<file path="src/rtl/c432_resp_capture.sv">
// Response capture for the pipelined c432 datapath: aligns the driver's
// vec_valid strobe to the DUT latency, buffers responses in a FIFO and
// compacts them into a MISR signature over a session of num_vec responses.
module c432_resp_capture #(
  parameter int unsigned       DATA_W  = 7,
  parameter int unsigned       LATENCY = 2,
  parameter int unsigned       DEPTH   = 16,
  parameter int unsigned       CNT_W   = 8,
  parameter logic [DATA_W-1:0] SEED    = '0,
  parameter logic [DATA_W-1:0] POLY    = DATA_W'(7'h41)
) (
  input  logic              clk,
  input  logic              rst_n,
  input  logic              start,
  input  logic [CNT_W-1:0]  num_vec,
  input  logic              vec_valid,
  input  logic [DATA_W-1:0] resp,
  input  logic              rd_en,
  output logic [DATA_W-1:0] rd_data,
  output logic              rd_empty,
  output logic              full,
  output logic              overflow,
  output logic [DATA_W-1:0] signature,
  output logic [CNT_W-1:0]  captured,
  output logic              done
);

  localparam int unsigned AW = (DEPTH > 1) ? $clog2(DEPTH) : 1;

  typedef enum logic [1:0] {
    S_IDLE    = 2'd0,
    S_CAPTURE = 2'd1,
    S_DONE    = 2'd2
  } state_t;

  state_t              r_state;
  state_t              w_state_nxt;
  logic [LATENCY-1:0]  r_vld;
  logic [CNT_W-1:0]    r_num;
  logic [CNT_W-1:0]    r_captured;
  logic [DATA_W-1:0]   r_sig;
  logic [DATA_W-1:0]   w_sig_nxt;
  logic                r_overflow;
  logic [DATA_W-1:0]   r_mem [DEPTH];
  logic [AW-1:0]       r_wptr;
  logic [AW-1:0]       r_rptr;
  logic [AW:0]         r_count;
  logic [DATA_W-1:0]   r_rd_data;
  logic                w_cap;
  logic                w_cap_en;
  logic                w_last;
  logic                w_full;
  logic                w_empty;
  logic                w_pop;
  logic                w_push;

  assign w_full   = (r_count == (AW+1)'(DEPTH));
  assign w_empty  = (r_count == '0);
  assign w_cap    = r_vld[LATENCY-1];
  // start outranks a coincident capture; that response is discarded
  assign w_cap_en = (r_state == S_CAPTURE) && w_cap && !start;
  assign w_last   = (CNT_W'(r_captured + 1'b1) == r_num);
  assign w_pop    = rd_en && !w_empty && !start;
  // a pop on the same edge frees the slot, so full+pop still accepts the push
  assign w_push   = w_cap_en && (!w_full || w_pop);

  // MISR step: shift, fold the MSB back through the taps, xor the response
  assign w_sig_nxt = {r_sig[DATA_W-2:0], 1'b0}
                   ^ (r_sig[DATA_W-1] ? POLY : '0)
                   ^ resp;

  // State register
  always_ff @(posedge clk or negedge rst_n) begin
    if (!rst_n) r_state <= S_IDLE;
    else        r_state <= w_state_nxt;
  end

  // Next-state logic
  always_comb begin
    w_state_nxt = r_state;
    if (start) begin
      w_state_nxt = (num_vec == '0) ? S_DONE : S_CAPTURE;
    end else if (w_cap_en && w_last) begin
      w_state_nxt = S_DONE;
    end
  end

  // Valid delay line; a restart keeps only the vec_valid of the start cycle
  always_ff @(posedge clk or negedge rst_n) begin
    if (!rst_n)     r_vld <= '0;
    else if (start) r_vld <= LATENCY'(vec_valid);
    else            r_vld <= LATENCY'({r_vld, vec_valid});
  end

  // Session bookkeeping: target count, captured count, signature, overflow
  always_ff @(posedge clk or negedge rst_n) begin
    if (!rst_n) begin
      r_num      <= '0;
      r_captured <= '0;
      r_sig      <= SEED;
      r_overflow <= 1'b0;
    end else if (start) begin
      r_num      <= num_vec;
      r_captured <= '0;
      r_sig      <= SEED;
      r_overflow <= 1'b0;
    end else if (w_cap_en) begin
      r_captured <= CNT_W'(r_captured + 1'b1);
      r_sig      <= w_sig_nxt;
      if (!w_push) r_overflow <= 1'b1;
    end
  end

  // FIFO pointers and occupancy
  always_ff @(posedge clk or negedge rst_n) begin
    if (!rst_n) begin
      r_wptr  <= '0;
      r_rptr  <= '0;
      r_count <= '0;
    end else if (start) begin
      r_wptr  <= '0;
      r_rptr  <= '0;
      r_count <= '0;
    end else begin
      if (w_push) r_wptr <= AW'(r_wptr + 1'b1);
      if (w_pop)  r_rptr <= AW'(r_rptr + 1'b1);
      r_count <= (AW+1)'(r_count + (AW+1)'(w_push) - (AW+1)'(w_pop));
    end
  end

  // FIFO storage, no reset needed
  always_ff @(posedge clk) begin
    if (w_push) r_mem[r_wptr] <= resp;
  end

  // Registered read port; holds its value when no pop occurs
  always_ff @(posedge clk or negedge rst_n) begin
    if (!rst_n)     r_rd_data <= '0;
    else if (w_pop) r_rd_data <= r_mem[r_rptr];
  end

  assign rd_data   = r_rd_data;
  assign rd_empty  = w_empty;
  assign full      = w_full;
  assign overflow  = r_overflow;
  assign signature = r_sig;
  assign captured  = r_captured;
  assign done      = (r_state == S_DONE);

endmodule

</file>
<file path="config.mk">
export PLATFORM = sky130hd
export DESIGN_NAME = c432_resp_capture
export DESIGN_NICKNAME = d
export VERILOG_FILES = /design/src/rtl/c432_resp_capture.sv
export SDC_FILE = /design/constraint.sdc
export NUM_CORES = 1
export LEC_CHECK = 0
export CORE_MARGIN = 5
export CORE_UTILIZATION = 52
export CTS_BUF_LIST = sky130_fd_sc_hd__clkbuf_8
export DETAILED_ROUTE_END_ITERATION = 16
export PLACE_DENSITY = 0.72
export SYNTH_ARGS = -nofsm -noshare
export SYNTH_HDL_FRONTEND = slang
export SYNTH_SLANG_ARGS = --single-unit
</file>
<file path="constraint.sdc">
create_clock -name clk -period 6.9 [get_ports clk]
set_input_delay 1.38 -clock clk [delete_from_list [all_inputs] [get_ports clk]]
set_output_delay 1.38 -clock clk [all_outputs]
set_load 0.01 [all_outputs]
</file>
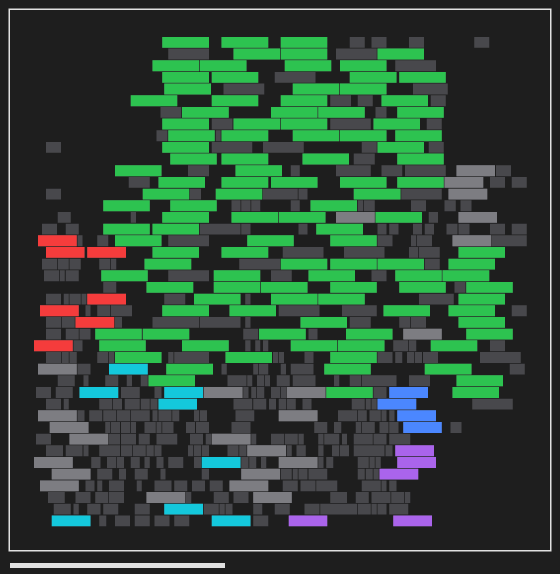
Figure 1: run 1, sequential cells grouped by signal name.
The bar under the picture is 50 um long. Other sequential cells in the stronger grey, the rest of the logic in the fainter grey.
| colour | signal | placed flops |
|---|---|---|
| purple | r_count | 5 |
| blue | r_rptr | 4 |
| red | signature | 7 |
| cyan | captured | 8 |
| green | r_mem | 112 |
not coloured: 24
Sequential Power: 0.00112 W
Seq/total area: 58.0%
Final Core Density: 59.7%

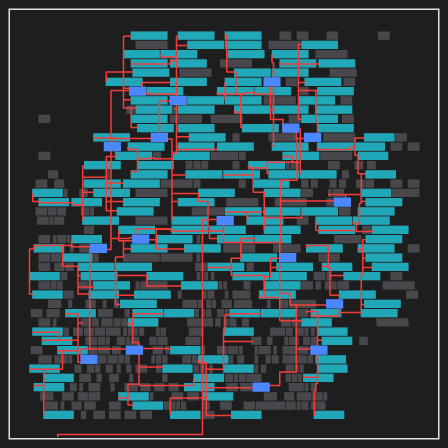
Figure 2: run 1, clock wires, drivers and flops.
[blue] clock drivers | count: 17
[cyan] flip-flops | count: 160
[red] clock wires | length: 1740 um
routed clock nets: 18
Clock power frac: 27.6%
Latency at later pin: 0.45 ns
P_clk: 0.000618 W

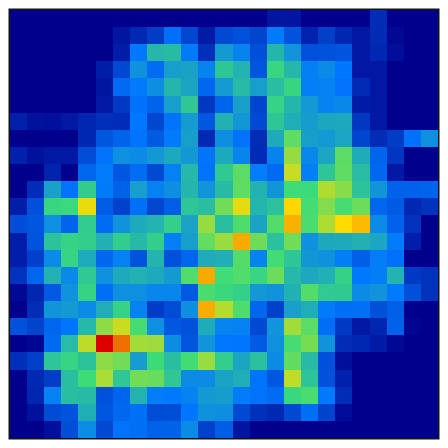
Figure 3: run 1, routed metal per tile.
The die is cut into 25 by 25 equal tiles; dark blue is low, red is high, scaled to the fullest tile. Values are wire area over tile area, all layers added.
mean over tiles: 0.14
tiles over half the peak: 11%
densest ninth of the die: middle
fullest tile: 0.56
nearly empty tiles: 21%
WL/cell: 20.5 um
routed vias: 3810
GRT Total Usage: 18.3%
drt total wl: 13800 um

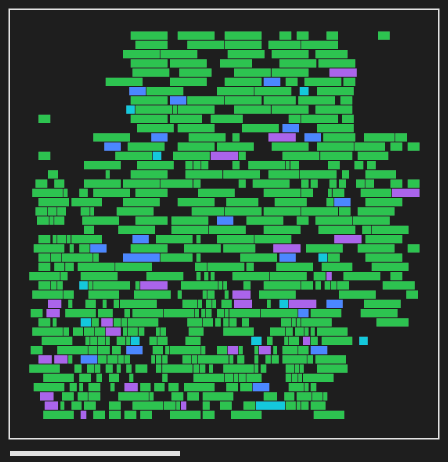
Figure 4: run 1, drive-strength map.
The bar under the picture is 50 um long.
| colour | size | cells | most used |
|---|---|---|---|
| purple | _2 cells | 25 | mux4_2 |
| green | _0 and _1 cells | 441 | edfxtp_1 |
| cyan | _3 and _4 cells | 11 | clkinvlp_4 |
| blue | _6 and larger | 19 | clkbuf_8 |
PnR worst setup slack: 3.22 ns
area grow syn2layout: 12.8%
Non-clock buffers: 47
final instance area: 7870 um2

==> flow_summary.json, run 1 <==
{
  "status": "complete, no violations",
  "critPathLaunch": "rd_en",
  "n_fill_cell": 997,
  "fin_tns_setup_ns": 0,
  "slowest_stage": "clkdlybuf4s50_1",
  "power-per-cell-area_nw_per_um2": 285,
  "wl_met1_um": 6260,
  "hold_buffers": 0,
  "preCtsSetupSlack_ns": 2.76,
  "grt_pass1_vias": 4004,
  "lay_top_count": "edfxtp_1",
  "crit_path_max_fanout": 6,
  "register_area_um2": 4560,
  "fp_nets": 468,
  "end_kind": "register",
  "synth_cells": 436,
  "cp_data_required_time_ns": 7.25,
  "fp-utilization_pct": 52.9,
  "clock_path_buffers": 2,
  "dr.pass1.iters": 4,
  "buf_share_pct": 5.79,
  "synthFlopType": "edfxtp_1",
  "synth.distinct_cells": 51,
  "crit_top_cell": "nor2_1",
  "worst_slew_pin_slew_ns": 1.12,
  "clock-sinks": 160,
  "nNonClkInverters": 15,
  "drt_iter0_drc": 271,
  "period_minus_slack_ns": 3.68,
  "tap_cells": 176,
  "power_w": 0.00224,
  "slew_viol_final": 0,
  "cts_tree": "done",
  "nets": 515,
  "syn_area_per_cell_um2": 16.0,
  "r2r_start": "r_count[3]",
  "hold_slack_ns": 0.477,
  "synth-adder-area-share_pct": 2.26,
  "critPathBufInv": 2,
  "antenna_cells": 0,
  "largest_reg_flops": 112,
  "post-synth-top-count-cell": "edfxtp_1",
  "vdd_drop_max_mv": 0.138,
  "cp_slowest_stage_delay_ns": 0.50,
  "fmax_mhz": 272,
  "grt_first_pass_wirelength_um": 21900,
  "instances_no_fill": 672,
  "synth.area.mux_share_pct": 13.4,
  "largest_area_cell": "edfxtp_1",
  "crit_path_end": "r_count[4]",
  "grt_setup_unrepaired": "no",
  "logic_area_um2": 2220,
  "warning_count": 30,
  "yosys.area.top_type_share_pct": 48.2,
  "ant_nets": 0,
  "drc": 0,
  "fin_worst_skew_ns": 0.0143,
  "comb_cells": 242,
  "wl_met3_um": 601,
  "seqPwrFrac_pct": 50.1
}
Figure 5. Cell outlines without signal wires (run 1).
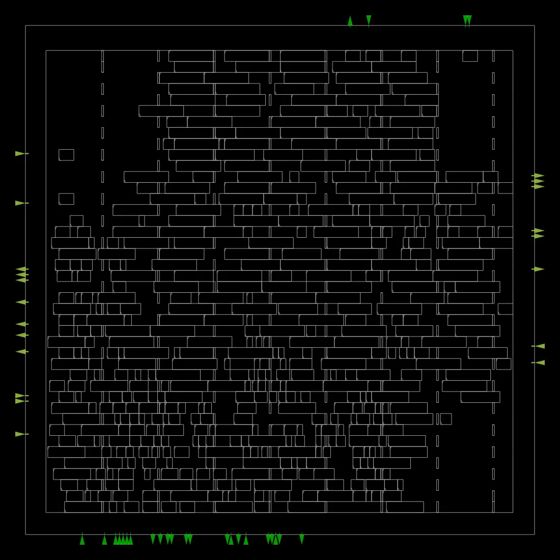

==> inputs of run 2 (changes only) <==
Clock period 6.9 ns to 3.7 ns, I/O delays scaled along.
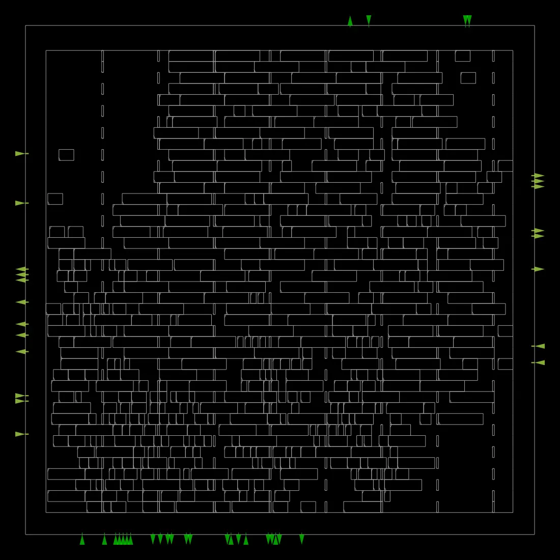
Figure 6: run 2, cell outlines without signal wires.
Seq/total area: 57.3%
flip-flops: 160

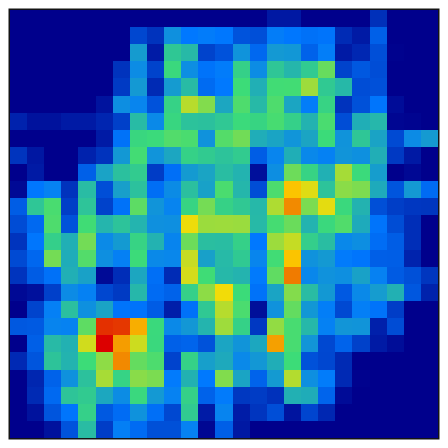
Figure 7: run 2, routed metal per tile.
The die is cut into 25 by 25 equal tiles; dark blue is low, red is high, scaled to the fullest tile. Values are wire area over tile area, all layers added.
densest ninth of the die: middle
tiles over half the peak: 13%
fullest tile: 0.52
routed vias: 3848
GRT Total Usage: 18.4%

==> run 2 against run 1 <==
Net effect:
- critical endpoint unchanged
- utilization is 0.69 points higher
- sequential share of layout area is 0.67 points lower
- setup slack worse by 2.5 ns
- highest routed layer unchanged
==> flow_summary.json, run 2 <==
{
  "cp_slowest_stage_delay_ns": 0.43,
  "drt_iter0_drc": 219,
  "synthFlopType": "edfxtp_1",
  "dr.pass1.iters": 5,
  "grtUsageMet1_pct": 25.5,
  "synth.area.mux_share_pct": 13.4,
  "crit_path_max_fanout": 10,
  "highest_layer": "met4",
  "p_seq_w": 0.00207,
  "preCtsSetupSlack_ns": 0.363,
  "synth-adder-area-share_pct": 2.26,
  "logic_area_um2": 2220,
  "r2r-end": "r_count[4]",
  "power_w": 0.00433,
  "comb_cells": 242,
  "period_minus_slack_ns": 2.95,
  "grt_use_met3_pct": 4.02,
  "largest_area_cell": "edfxtp_1",
  "grt_setup_unrepaired": "no",
  "warning_count": 30,
  "yosys.area.top_type_share_pct": 48.2,
  "instances_no_fill": 677,
  "postRouteWirelength_um": 13700,
  "cp_data_required_time_ns": 4.06,
  "holdPathEnd": "r_vld[1]",
  "largest_reg_flops": 112,
  "cts_resized": 0,
  "vdd_drop_max_mv": 0.306,
  "fp-utilization_pct": 52.9,
  "r2r_start": "r_count[3]",
  "cts_tree": "done",
  "tap_cells": 176,
  "clock_path_buffers": 2,
  "wl_met1_um": 6060,
  "fin_tns_setup_ns": 0,
  "power-per-cell-area_nw_per_um2": 544,
  "critPathLaunch": "r_count[3]",
  "syn_area_per_cell_um2": 16.0,
  "clock_latency_ns": 0.44,
  "edf_count": 112,
  "hold_buffers": 0,
  "drc": 0,
  "fin_worst_skew_ns": 0.0112,
  "seqPwrFrac_pct": 47.9,
  "antenna_cells": 0,
  "nets": 520,
  "wl_met3_um": 583,
  "grt_first_pass_wirelength_um": 22100,
  "synthArstFlopShare_pct": 30.0,
  "ant_nets": 0,
  "synth.distinct_cells": 51,
  "hold_slack_ns": 0.485,
  "wl_per_cell_um": 20.2,
  "critPathBufInv": 1,
  "clockPowerShare_pct": 30.1,
  "n_fill_cell": 981,
  "slowest_stage": "o21ai_2",
  "register_area_um2": 4560,
  "finalCoreUtilization_pct": 60.4,
  "clock_net_power_w": 0.00130,
  "lay_top_count": "edfxtp_1",
  "fmax_mhz": 339,
  "clock-sinks": 160,
  "status": "complete, no violations",
  "worst_slew_pin_slew_ns": 1.13,
  "grt_pass1_vias": 3966,
  "buf_share_pct": 6.19,
  "post-synth-top-count-cell": "edfxtp_1",
  "post-route-period-util_pct": 79.8,
  "nNonClkInverters": 15,
  "end_kind": "register"
}
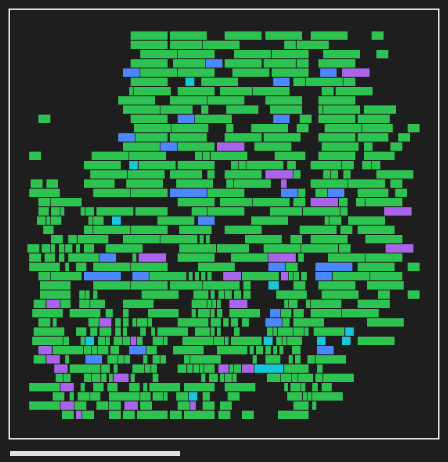
Figure 8: run 2, drive-strength map.
The bar under the picture is 50 um long.
| colour | size | cells | most used |
|---|---|---|---|
| blue | _6 and larger | 23 | clkbuf_8 |
| cyan | _3 and _4 cells | 11 | buf_4 |
| green | _0 and _1 cells | 441 | edfxtp_1 |
| purple | _2 cells | 26 | mux4_2 |
final instance area: 7960 um2
Non-clock buffers: 52
area grow syn2layout: 14.1%
PnR worst setup slack: 0.748 ns

Figure 9. Sequential cells grouped by signal name (run 2).
The bar under the picture is 50 um long. Other sequential cells in the stronger grey, the rest of the logic in the fainter grey.
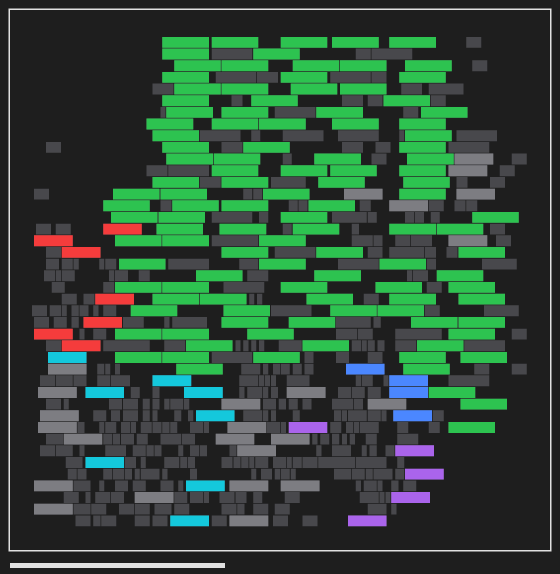

==> inputs of run 3 (changes only) <==
Clock period 3.7 ns to 3 ns, I/O delays scaled along.
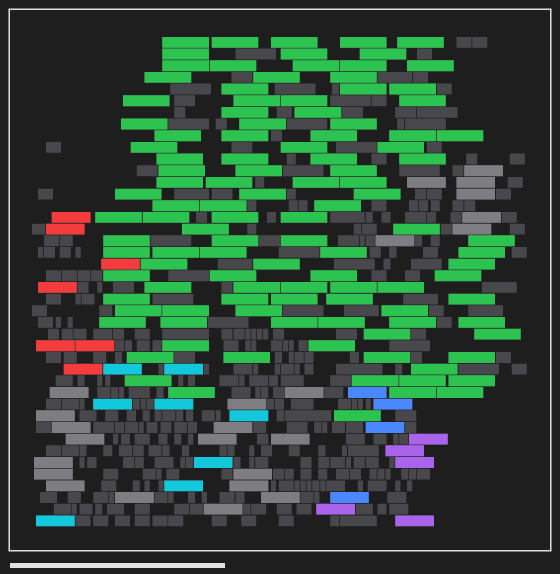
Figure 10: run 3, sequential cells grouped by signal name.
The bar under the picture is 50 um long. Other sequential cells in the stronger grey, the rest of the logic in the fainter grey.
| colour | signal | placed flops |
|---|---|---|
| cyan | captured | 8 |
| blue | r_rptr | 4 |
| red | signature | 7 |
| purple | r_count | 5 |
| green | r_mem | 112 |
not coloured: 24
Sequential Power: 0.00256 W
register cell area after layout: 4560 um2

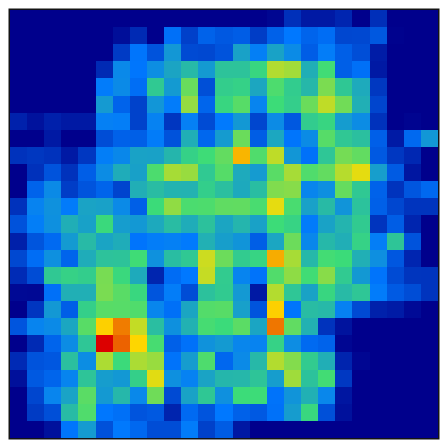
Figure 11: run 3, routed metal per tile.
The die is cut into 25 by 25 equal tiles; dark blue is low, red is high, scaled to the fullest tile. Values are wire area over tile area, all layers added.
WL/cell: 20.8 um
routed vias: 3898
drt total wl: 14300 um

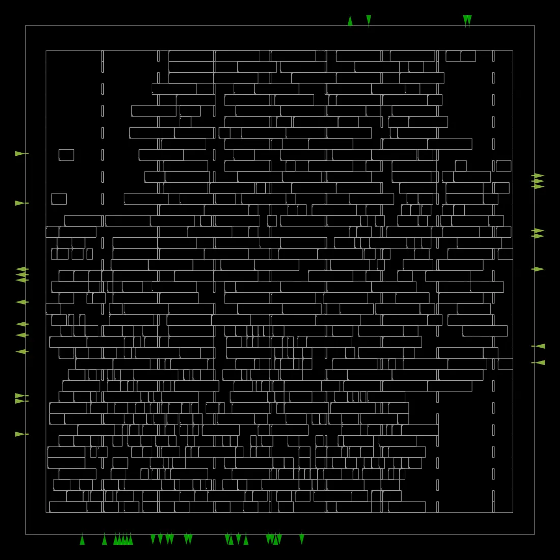
Figure 12: run 3, cell outlines without signal wires.
Seq/total area: 56.6%
Final Core Density: 61.2%
final-layout fill cell count: 987
tap cells: 176

==> run 3 against run 2 <==
Net effect:
- maximum frequency rose by 7.5%
- sequential power rose by 24%
- global-route usage rose by 0.74 points
- clock power rose by 26%
- clock skew fell by 0.0011 ns
- sequential share of layout area fell by 0.74 points
- utilization rose by 0.79 points
- via count rose by 1.3%
- largest cell class unchanged
- largest power group unchanged
==> flow_summary.json, run 3 <==
{
  "lay_top_count": "edfxtp_1",
  "power-per-cell-area_nw_per_um2": 670,
  "critPathLaunch": "r_count[2]",
  "synth.distinct_cells": 51,
  "grtUsageTotal_pct": 19.1,
  "fin_tns_setup_ns": 0,
  "cts_tree": "done",
  "nets": 532,
  "synth-adder-area-share_pct": 2.26,
  "yosys.area.top_type_share_pct": 48.2,
  "finalInstanceArea_um2": 8070,
  "hold_slack_ns": 0.353,
  "synth.area.mux_share_pct": 13.4,
  "critPathBufInv": 1,
  "cts_resized": 0,
  "clock_net_power_w": 0.00164,
  "warning_count": 30,
  "antenna_cells": 0,
  "cp_data_required_time_ns": 3.37,
  "grt_first_pass_wirelength_um": 22800,
  "period_minus_slack_ns": 2.75,
  "highest_layer": "met4",
  "vdd_drop_max_mv": 0.339,
  "fp-utilization_pct": 52.9,
  "comb_cells": 242,
  "buf_share_pct": 7.38,
  "synthArstFlopShare_pct": 30.0,
  "grtUsageMet1_pct": 26.4,
  "status": "complete, no violations",
  "grt_pass1_vias": 4073,
  "synthFlopType": "edfxtp_1",
  "r2r_start": "r_count[2]",
  "syn_area_per_cell_um2": 16.0,
  "logic_area_um2": 2220,
  "r2r-end": "r_count[4]",
  "slowest_stage": "fa_1",
  "syn_to_final_growth_pct": 15.6,
  "wl_met3_um": 668,
  "nNonClkInverters": 15,
  "wl_met1_um": 6440,
  "post-synth-top-count-cell": "edfxtp_1",
  "drt_iter0_drc": 219,
  "clock_latency_ns": 0.45,
  "power_w": 0.00541,
  "grt_setup_unrepaired": "no",
  "flops": 160,
  "hold_buffers": 0,
  "post-route-period-util_pct": 91.5,
  "clockPowerShare_pct": 30.4,
  "fin_worst_skew_ns": 0.0102,
  "instances_no_fill": 689,
  "setup_ws_ns": 0.254
}
No activity file was given, so power comes from the tool's default toggle rates.
